==> src/rtl/simple_processor_pkg.sv <==
// Shared processor types: data width, memory function codes and LSU state encoding.
// TIMEOUT_CYCLES only takes effect when DMEM_LSU_TIMEOUT_EN is defined.
package simple_processor_pkg;

  localparam int DATA_WIDTH           = 32;
  localparam int DMEM_ADDR_ALIGN_BITS = 2;
  localparam int TIMEOUT_CYCLES       = 16;

  // Codes 2'b00 and 2'b11 are deliberately left unassigned so a corrupt
  // function field is detectable rather than aliasing to a real operation.
  typedef enum logic [1:0] {
    LOAD  = 2'b01,
    STORE = 2'b10
  } func_t;

  typedef enum logic [2:0] {
    IDLE,
    REQ,
    WAIT_RSP,
    RESP,
    ERR_RSP
  } lsu_state_t;

  function automatic logic is_mem_func(func_t f);
    return (f == LOAD) || (f == STORE);
  endfunction

  function automatic logic is_aligned(logic [DMEM_ADDR_ALIGN_BITS-1:0] low_bits);
    return low_bits == '0;
  endfunction

endpackage

==> src/rtl/dmem_lsu_if.sv <==
// Upstream request/response and data-memory bus signals of the load/store unit.
// The slave modport is the LSU's view; master is the surrounding pipeline plus memory.
interface dmem_lsu_if;
  import simple_processor_pkg::*;

  logic                  req_valid_i;
  logic                  req_ready_o;
  func_t                 func_i;
  logic [DATA_WIDTH-1:0] addr_i;
  logic [DATA_WIDTH-1:0] wdata_i;
  logic                  rsp_valid_o;
  logic [DATA_WIDTH-1:0] rdata_o;
  logic                  err_o;
  logic                  busy_o;

  logic                  mem_req_o;
  logic                  mem_we_o;
  logic [DATA_WIDTH-1:0] mem_addr_o;
  logic [DATA_WIDTH-1:0] mem_wdata_o;
  logic                  mem_gnt_i;
  logic                  mem_rvalid_i;
  logic [DATA_WIDTH-1:0] mem_rdata_i;

  modport slave (
    input  req_valid_i, func_i, addr_i, wdata_i,
    input  mem_gnt_i, mem_rvalid_i, mem_rdata_i,
    output req_ready_o, rsp_valid_o, rdata_o, err_o, busy_o,
    output mem_req_o, mem_we_o, mem_addr_o, mem_wdata_o
  );

  modport master (
    output req_valid_i, func_i, addr_i, wdata_i,
    output mem_gnt_i, mem_rvalid_i, mem_rdata_i,
    input  req_ready_o, rsp_valid_o, rdata_o, err_o, busy_o,
    input  mem_req_o, mem_we_o, mem_addr_o, mem_wdata_o
  );

endinterface

==> src/rtl/dmem_lsu_timer.sv <==
// Access timeout counter for the LSU, only instantiated when DMEM_LSU_TIMEOUT_EN is defined.
// Counts cycles spent waiting on the memory and flags the last allowed cycle.
module dmem_lsu_timer #(
  parameter int CYCLES = 16
) (
  input  logic clk_i,
  input  logic arst_ni,
  input  logic start_i,
  input  logic active_i,
  output logic expire_o
);

  localparam int CW = (CYCLES > 1) ? $clog2(CYCLES) : 1;
  localparam logic [CW-1:0] LAST = CW'(CYCLES - 1);

  logic [CW-1:0] cnt_q, cnt_d;

  // Saturate at the last value so a grant that just beat expiry cannot
  // reopen a fresh window for the read-data wait.
  always_comb begin
    cnt_d = cnt_q;
    if (start_i) begin
      cnt_d = '0;
    end else if (active_i && (cnt_q != LAST)) begin
      cnt_d = cnt_q + 1'b1;
    end
  end

  always_ff @(posedge clk_i or negedge arst_ni) begin
    if (!arst_ni) begin
      cnt_q <= '0;
    end else begin
      cnt_q <= cnt_d;
    end
  end

  assign expire_o = active_i && (cnt_q == LAST);

endmodule

==> src/rtl/dmem_lsu.sv <==
// Load/store unit between the ALU memory stage and the data memory (req/gnt/rvalid bus).
// Optional access timeout is enabled by defining DMEM_LSU_TIMEOUT_EN.
module dmem_lsu
  import simple_processor_pkg::*;
(
  input  logic      clk_i,
  input  logic      arst_ni,
  dmem_lsu_if.slave bus
);

  lsu_state_t            state_q, state_d;
  func_t                 func_q, func_d;
  logic [DATA_WIDTH-1:0] addr_q, addr_d;
  logic [DATA_WIDTH-1:0] wdata_q, wdata_d;
  logic [DATA_WIDTH-1:0] rdata_q, rdata_d;
  logic                  accept;
  logic                  req_ok;
  logic                  timeout;
  logic                  is_store;

  assign accept   = (state_q == IDLE) && bus.req_valid_i;
  assign req_ok   = is_mem_func(bus.func_i) &&
                    is_aligned(bus.addr_i[DMEM_ADDR_ALIGN_BITS-1:0]);
  assign is_store = (func_q == STORE);

`ifdef DMEM_LSU_TIMEOUT_EN
  dmem_lsu_timer #(
    .CYCLES (TIMEOUT_CYCLES)
  ) u_timer (
    .clk_i    (clk_i),
    .arst_ni  (arst_ni),
    .start_i  (accept && req_ok),
    .active_i ((state_q == REQ) || (state_q == WAIT_RSP)),
    .expire_o (timeout)
  );
`else
  assign timeout = 1'b0;
`endif

  always_ff @(posedge clk_i or negedge arst_ni) begin
    if (!arst_ni) begin
      state_q <= IDLE;
    end else begin
      state_q <= state_d;
    end
  end

  // A grant or rvalid takes priority over an expiring timeout in the same cycle.
  always_comb begin
    state_d = state_q;
    case (state_q)
      IDLE: begin
        if (accept) begin
          state_d = req_ok ? REQ : ERR_RSP;
        end
      end
      REQ: begin
        if (bus.mem_gnt_i) begin
          state_d = is_store ? RESP : WAIT_RSP;
        end else if (timeout) begin
          state_d = ERR_RSP;
        end
      end
      WAIT_RSP: begin
        if (bus.mem_rvalid_i) begin
          state_d = RESP;
        end else if (timeout) begin
          state_d = ERR_RSP;
        end
      end
      RESP:    state_d = IDLE;
      ERR_RSP: state_d = IDLE;
      default: state_d = IDLE;
    endcase
  end

  // Request fields are captured only at the accept handshake.
  always_comb begin
    func_d  = func_q;
    addr_d  = addr_q;
    wdata_d = wdata_q;
    rdata_d = rdata_q;
    if (accept) begin
      func_d  = bus.func_i;
      addr_d  = bus.addr_i;
      wdata_d = bus.wdata_i;
    end
    if ((state_q == WAIT_RSP) && bus.mem_rvalid_i) begin
      rdata_d = bus.mem_rdata_i;
    end
  end

  always_ff @(posedge clk_i or negedge arst_ni) begin
    if (!arst_ni) begin
      func_q  <= func_t'('0);
      addr_q  <= '0;
      wdata_q <= '0;
      rdata_q <= '0;
    end else begin
      func_q  <= func_d;
      addr_q  <= addr_d;
      wdata_q <= wdata_d;
      rdata_q <= rdata_d;
    end
  end

  // Outputs decode from state only, so an asynchronous reset clears them immediately.
  // addr_q is already word-aligned whenever REQ is reached.
  always_comb begin
    bus.req_ready_o = 1'b0;
    bus.busy_o      = 1'b1;
    bus.mem_req_o   = 1'b0;
    bus.mem_we_o    = 1'b0;
    bus.mem_addr_o  = '0;
    bus.mem_wdata_o = '0;
    bus.rsp_valid_o = 1'b0;
    bus.err_o       = 1'b0;
    bus.rdata_o     = '0;
    case (state_q)
      IDLE: begin
        bus.req_ready_o = 1'b1;
        bus.busy_o      = 1'b0;
      end
      REQ: begin
        bus.mem_req_o   = 1'b1;
        bus.mem_we_o    = is_store;
        bus.mem_addr_o  = addr_q;
        bus.mem_wdata_o = is_store ? wdata_q : '0;
      end
      RESP: begin
        bus.rsp_valid_o = 1'b1;
        bus.rdata_o     = is_store ? '0 : rdata_q;
      end
      ERR_RSP: begin
        bus.rsp_valid_o = 1'b1;
        bus.err_o       = 1'b1;
      end
      default: ;
    endcase
  end

endmodule

==> src/flat_wrapper.sv <==
// flat-port wrapper written by rule: the top's interface ports become plain ports
module dmem_lsu_flat import simple_processor_pkg::*;
  (clk_i, arst_ni, bus_req_valid_i, bus_func_i, bus_addr_i, bus_wdata_i, bus_mem_gnt_i, bus_mem_rvalid_i, bus_mem_rdata_i, bus_req_ready_o, bus_rsp_valid_o, bus_rdata_o, bus_err_o, bus_busy_o, bus_mem_req_o, bus_mem_we_o, bus_mem_addr_o, bus_mem_wdata_o);
  dmem_lsu_if bus_i ();
  input  logic clk_i;
  input  logic arst_ni;
  input wire logic [$bits(bus_i.req_valid_i)-1:0] bus_req_valid_i;
  input wire logic [$bits(bus_i.func_i)-1:0] bus_func_i;
  input wire logic [$bits(bus_i.addr_i)-1:0] bus_addr_i;
  input wire logic [$bits(bus_i.wdata_i)-1:0] bus_wdata_i;
  input wire logic [$bits(bus_i.mem_gnt_i)-1:0] bus_mem_gnt_i;
  input wire logic [$bits(bus_i.mem_rvalid_i)-1:0] bus_mem_rvalid_i;
  input wire logic [$bits(bus_i.mem_rdata_i)-1:0] bus_mem_rdata_i;
  output wire logic [$bits(bus_i.req_ready_o)-1:0] bus_req_ready_o;
  output wire logic [$bits(bus_i.rsp_valid_o)-1:0] bus_rsp_valid_o;
  output wire logic [$bits(bus_i.rdata_o)-1:0] bus_rdata_o;
  output wire logic [$bits(bus_i.err_o)-1:0] bus_err_o;
  output wire logic [$bits(bus_i.busy_o)-1:0] bus_busy_o;
  output wire logic [$bits(bus_i.mem_req_o)-1:0] bus_mem_req_o;
  output wire logic [$bits(bus_i.mem_we_o)-1:0] bus_mem_we_o;
  output wire logic [$bits(bus_i.mem_addr_o)-1:0] bus_mem_addr_o;
  output wire logic [$bits(bus_i.mem_wdata_o)-1:0] bus_mem_wdata_o;
  assign bus_i.req_valid_i = bus_req_valid_i;
  assign bus_i.func_i = bus_func_i;
  assign bus_i.addr_i = bus_addr_i;
  assign bus_i.wdata_i = bus_wdata_i;
  assign bus_i.mem_gnt_i = bus_mem_gnt_i;
  assign bus_i.mem_rvalid_i = bus_mem_rvalid_i;
  assign bus_i.mem_rdata_i = bus_mem_rdata_i;
  assign bus_req_ready_o = bus_i.req_ready_o;
  assign bus_rsp_valid_o = bus_i.rsp_valid_o;
  assign bus_rdata_o = bus_i.rdata_o;
  assign bus_err_o = bus_i.err_o;
  assign bus_busy_o = bus_i.busy_o;
  assign bus_mem_req_o = bus_i.mem_req_o;
  assign bus_mem_we_o = bus_i.mem_we_o;
  assign bus_mem_addr_o = bus_i.mem_addr_o;
  assign bus_mem_wdata_o = bus_i.mem_wdata_o;
  dmem_lsu u_core (.clk_i(clk_i), .arst_ni(arst_ni), .bus(bus_i));
endmodule
==> config.mk <==
export PLATFORM = sky130hd
export DESIGN_NAME = dmem_lsu_flat
export DESIGN_NICKNAME = d
export VERILOG_FILES = /design/src/rtl/simple_processor_pkg.sv /design/src/rtl/dmem_lsu_if.sv /design/src/rtl/dmem_lsu_timer.sv /design/src/rtl/dmem_lsu.sv /design/src/flat_wrapper.sv
export SDC_FILE = /design/constraint.sdc
export NUM_CORES = 1
export LEC_CHECK = 0
export ABC_AREA = 0
export CAP_MARGIN = 5
export CORE_MARGIN = 10
export CORE_UTILIZATION = 33
export CTS_CLUSTER_DIAMETER = 200
export CTS_CLUSTER_SIZE = 16
export DETAILED_ROUTE_END_ITERATION = 16
export HOLD_SLACK_MARGIN = 0.03
export PLACE_DENSITY = 0.71
export SLEW_MARGIN = 10
export SYNTH_ARGS = -nofsm -noshare
export SYNTH_HDL_FRONTEND = slang
export SYNTH_SLANG_ARGS = --single-unit
==> constraint.sdc <==
create_clock -name clk_i -period 2.8 [get_ports clk_i]
set_input_delay 0.28 -clock clk_i [delete_from_list [all_inputs] [get_ports clk_i]]
set_output_delay 0.28 -clock clk_i [all_outputs]
set_load 0.005 [all_outputs]
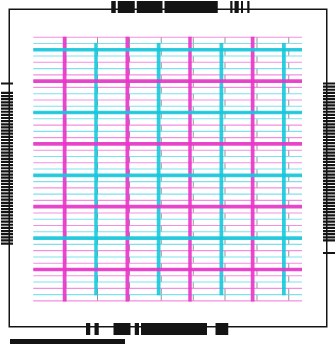
Run 1: PDN straps and rails
The bar under the picture is 50 µm long. Pins as bars on the die edge. Tap cells in gray.
cyan -> VDD
magenta -> VSS
signal pins = 205
tap cells = 176
met4 straps = 8
met5 straps = 8

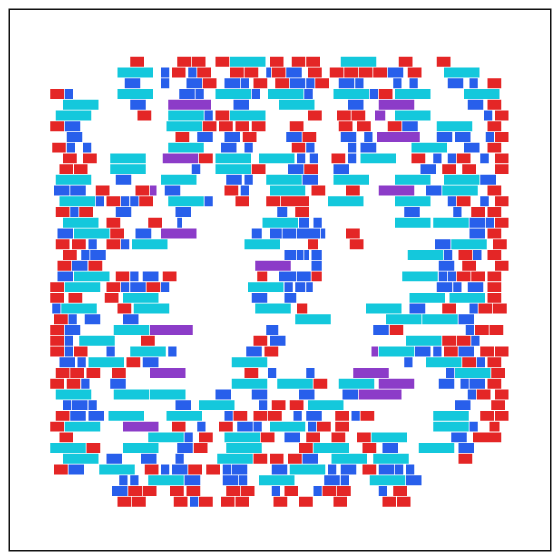
Run 1: placement by cell class
purple -> clock drivers and dummy loads  # cells 16, share of their area 5.3%
red -> other buffers and delay cells  # cells 211, share of their area 31%
cyan -> flops  # cells 101, share of their area 37%
blue -> all other logic  # cells 216, share of their area 27%

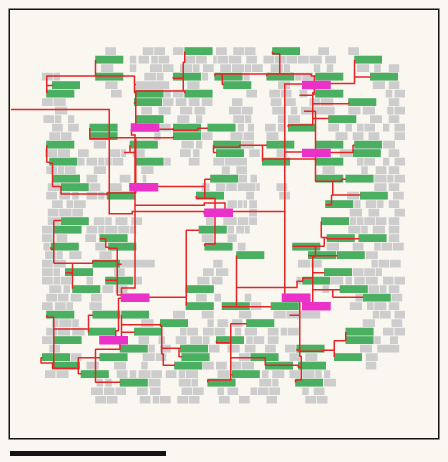
Run 1: clock network drawn from the DEF
The bar under the picture is 50 µm long.
green -> flip-flops  # count 101
red -> clock wires  # length 1350 µm
magenta -> cells driving clock nets  # count 9
routed clock nets = 10
post-route clock skew: 5.38 ps
clock share of power: 24.1%
P_clk: 0.00151 W
clk_lat worst skew: 340 ps

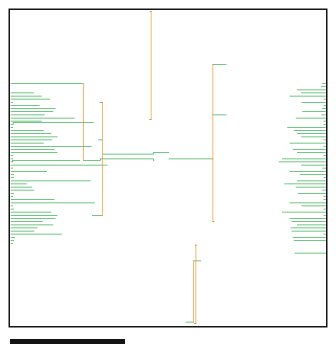
Run 1: signal wires by layer
The bar under the picture is 50 µm long. Only two layers are drawn.
green -> met3  # wire length 1290 µm
orange -> met4  # wire length 258 µm
total number of vias: 3233
post-DR wirelength/cell: 17.6 µm
Overall Global Routing Usage: 13.4%
total wire length: 12700 µm

==> impl_metrics.py, run 1 <==
# Metrics from the implementation run
metrics = {
    "clocking": {
        "clock_path_buffers": 2,
        "cts_resized": 0,
        "numCtsBuffers": 9,
    },
    "power_and_ir_drop": {
        "pg_seq_w": 0.00255,
        "p_int_w": 0.00458,
        "p_sw_w": 0.00167,
        "p_total_w": 0.00625,
    },
    "finish": {
        "layout_top_cell": "clkdlybuf4s50_1",
        "buffer_area_share_pct": 29.9,
        "clk_share_pct": 5.11,
        "fin_util_pct": 53.4,
        "lay_top_cells": "203 x clkdlybuf4s50_1, 101 x dfrtp_1, 96 x and2_1, 67 x mux2_2, 31 x mux2_1",
    },
    "yosys": {
        "xor_share_pct": 0.194,
        "most_common_cell": "dfrtp_1",
        "synthAoiAreaFrac_pct": 0.916,
        "synth_area_um2": 4510,
    },
    "final_timing": {
        "setup_viol_count_final": 0,
        "fin_ws_ps": 230,
        "relSlewSlack_pct": 63.9,
    },
    "grt": {
        "grt_util_met1_pct": 14.7,
        "grt_pass1_wl_um": 19600,
        "grt_use_met3_pct": 5.98,
    },
    "worst_hold_path": {
        "holdPathEnd": "u_core.wdata_q[12]$_DFFE_PN0P_",
        "min-delay-path-class": "reg -> reg",
    },
    "floorplanning": {
        "taps": 176,
        "io-pin-count": 205,
    },
    "routing": {
        "wl_met1_um": 4830,
    },
    "run_status": {
        "status": "complete, no violations",
    },
    "critical_path": {
        "cp-end-kind": "output port",
        "critPathLaunch": "u_core.state_q[0]$_DFFE_PN0P_",
        "cp-start-kind": "flip-flop",
        "worst-path-buf-inv": 2,
        "cp.depth": 5,
        "crit_slowest_cell": "dfrtp_1",
        "reg2reg_from": "u_core.state_q[2]$_DFFE_PN0P_",
    },
}
==> run 2: changes to the inputs <==
--- a/config.mk
+++ b/config.mk
@@ -6,7 +6,7 @@
 export NUM_CORES = 1
 export LEC_CHECK = 0
 export ABC_AREA = 0
-export CAP_MARGIN = 5
+export CAP_MARGIN = 25
 export CORE_MARGIN = 10
 export CORE_UTILIZATION = 33
 export CTS_CLUSTER_DIAMETER = 200
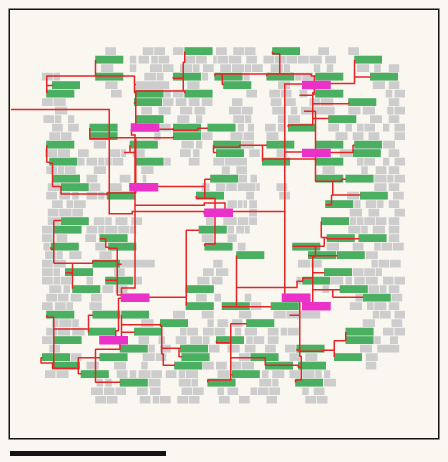
Run 2: clock network drawn from the DEF
The bar under the picture is 50 µm long.
magenta -> cells driving clock nets  # count 9
green -> flip-flops  # count 101
red -> clock wires  # length 1350 µm
flops lie = spread over the die

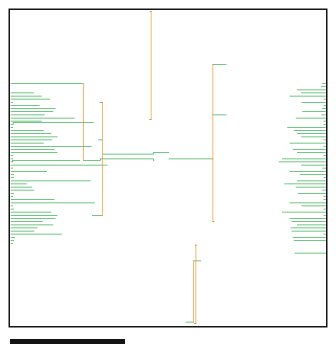
Run 2: signal wires by layer
The bar under the picture is 50 µm long. Only two layers are drawn.
orange -> met4  # wire length 258 µm
green -> met3  # wire length 1290 µm

==> impl_metrics.py, run 2 <==
# Metrics from the implementation run
metrics = {
    "run_status": {
        "status": "complete, no violations",
    },
    "yosys": {
        "xor_share_pct": 0.194,
        "synth_area_um2": 4510,
        "most_common_cell": "dfrtp_1",
    },
    "finish": {
        "lay_top_cells": "203 x clkdlybuf4s50_1, 101 x dfrtp_1, 96 x and2_1, 67 x mux2_2, 31 x mux2_1",
        "buffer_area_share_pct": 29.9,
        "fin_util_pct": 53.4,
        "layout_top_cell": "clkdlybuf4s50_1",
    },
    "power_and_ir_drop": {
        "p_clk_w": 0.00151,
        "pwr-share-clk_pct": 24.1,
        "pg_seq_w": 0.00255,
        "p_int_w": 0.00458,
    },
    "routing": {
        "num_vias": 3233,
        "routed_wl_um": 12700,
        "wl_met1_um": 4830,
    },
    "grt": {
        "grt_use_met3_pct": 5.98,
        "track_usage_pct": 13.4,
        "grt_util_met1_pct": 14.7,
    },
    "floorplanning": {
        "taps": 176,
    },
    "critical_path": {
        "reg2reg_from": "u_core.state_q[2]$_DFFE_PN0P_",
        "cp-start-kind": "flip-flop",
        "worst-path-buf-inv": 2,
        "crit_slowest_cell": "dfrtp_1",
        "critPathLaunch": "u_core.state_q[0]$_DFFE_PN0P_",
    },
    "worst_hold_path": {
        "holdPathEnd": "u_core.wdata_q[12]$_DFFE_PN0P_",
    },
    "final_timing": {
        "skew_ps": 5.38,
    },
    "clocking": {
        "clkLatencyLatePin_ps": 340,
    },
}
==> run 3: changes to the inputs <==
--- a/config.mk
+++ b/config.mk
@@ -10,7 +10,6 @@
 export CORE_MARGIN = 10
 export CORE_UTILIZATION = 33
 export CTS_CLUSTER_DIAMETER = 200
-export CTS_CLUSTER_SIZE = 16
 export DETAILED_ROUTE_END_ITERATION = 16
 export HOLD_SLACK_MARGIN = 0.03
 export PLACE_DENSITY = 0.71
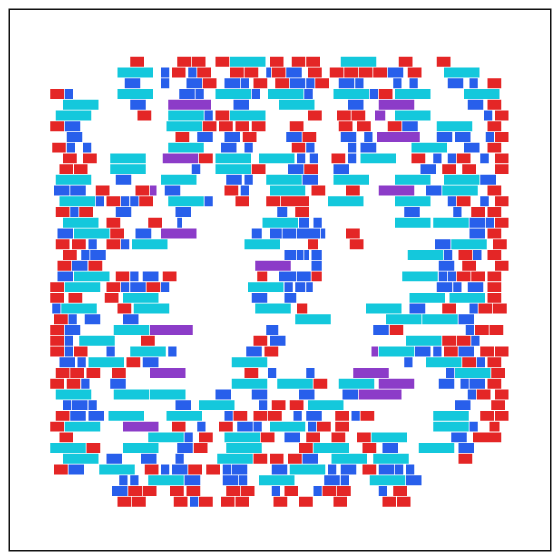
Run 3: placement by cell class
red -> other buffers and delay cells  # cells 211, share of their area 31%
purple -> clock drivers and dummy loads  # cells 16, share of their area 5.3%
cyan -> flops  # cells 101, share of their area 37%
blue -> all other logic  # cells 216, share of their area 27%

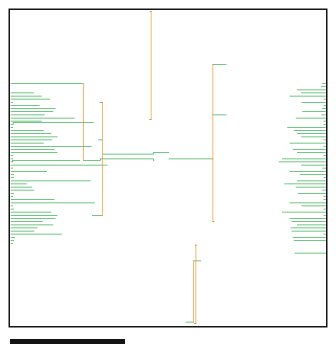
Run 3: signal wires by layer
The bar under the picture is 50 µm long. Only two layers are drawn.
green -> met3  # wire length 1290 µm
orange -> met4  # wire length 258 µm

==> impl_metrics.py, run 3 <==
# Metrics from the implementation run
metrics = {
    "grt": {
        "grt_pass1_wl_um": 19600,
        "grt_use_met3_pct": 5.98,
    },
    "floorplanning": {
        "io-pin-count": 205,
    },
    "routing": {
        "wl_met1_um": 4830,
        "num_vias": 3233,
        "routed_wl_um": 12700,
    },
    "yosys": {
        "synthAoiAreaFrac_pct": 0.916,
    },
    "power_and_ir_drop": {
        "p_int_w": 0.00458,
        "p_clk_w": 0.00151,
        "pg_seq_w": 0.00255,
        "p_total_w": 0.00625,
        "pwr-share-clk_pct": 24.1,
    },
    "final_timing": {
        "setup_viol_count_final": 0,
        "skew_ps": 5.38,
    },
    "finish": {
        "clk_share_pct": 5.11,
        "buffer_area_share_pct": 29.9,
        "lay_top_cells": "203 x clkdlybuf4s50_1, 101 x dfrtp_1, 96 x and2_1, 67 x mux2_2, 31 x mux2_1",
    },
    "critical_path": {
        "worst-path-buf-inv": 2,
        "reg2reg_from": "u_core.state_q[2]$_DFFE_PN0P_",
    },
    "run_status": {
        "status": "complete, no violations",
    },
    "worst_hold_path": {
        "holdPathEnd": "u_core.wdata_q[12]$_DFFE_PN0P_",
    },
    "clocking": {
        "numCtsBuffers": 9,
        "clkLatencyLatePin_ps": 340,
        "clock_path_buffers": 2,
    },
}
Power and IR drop assume default switching activity.
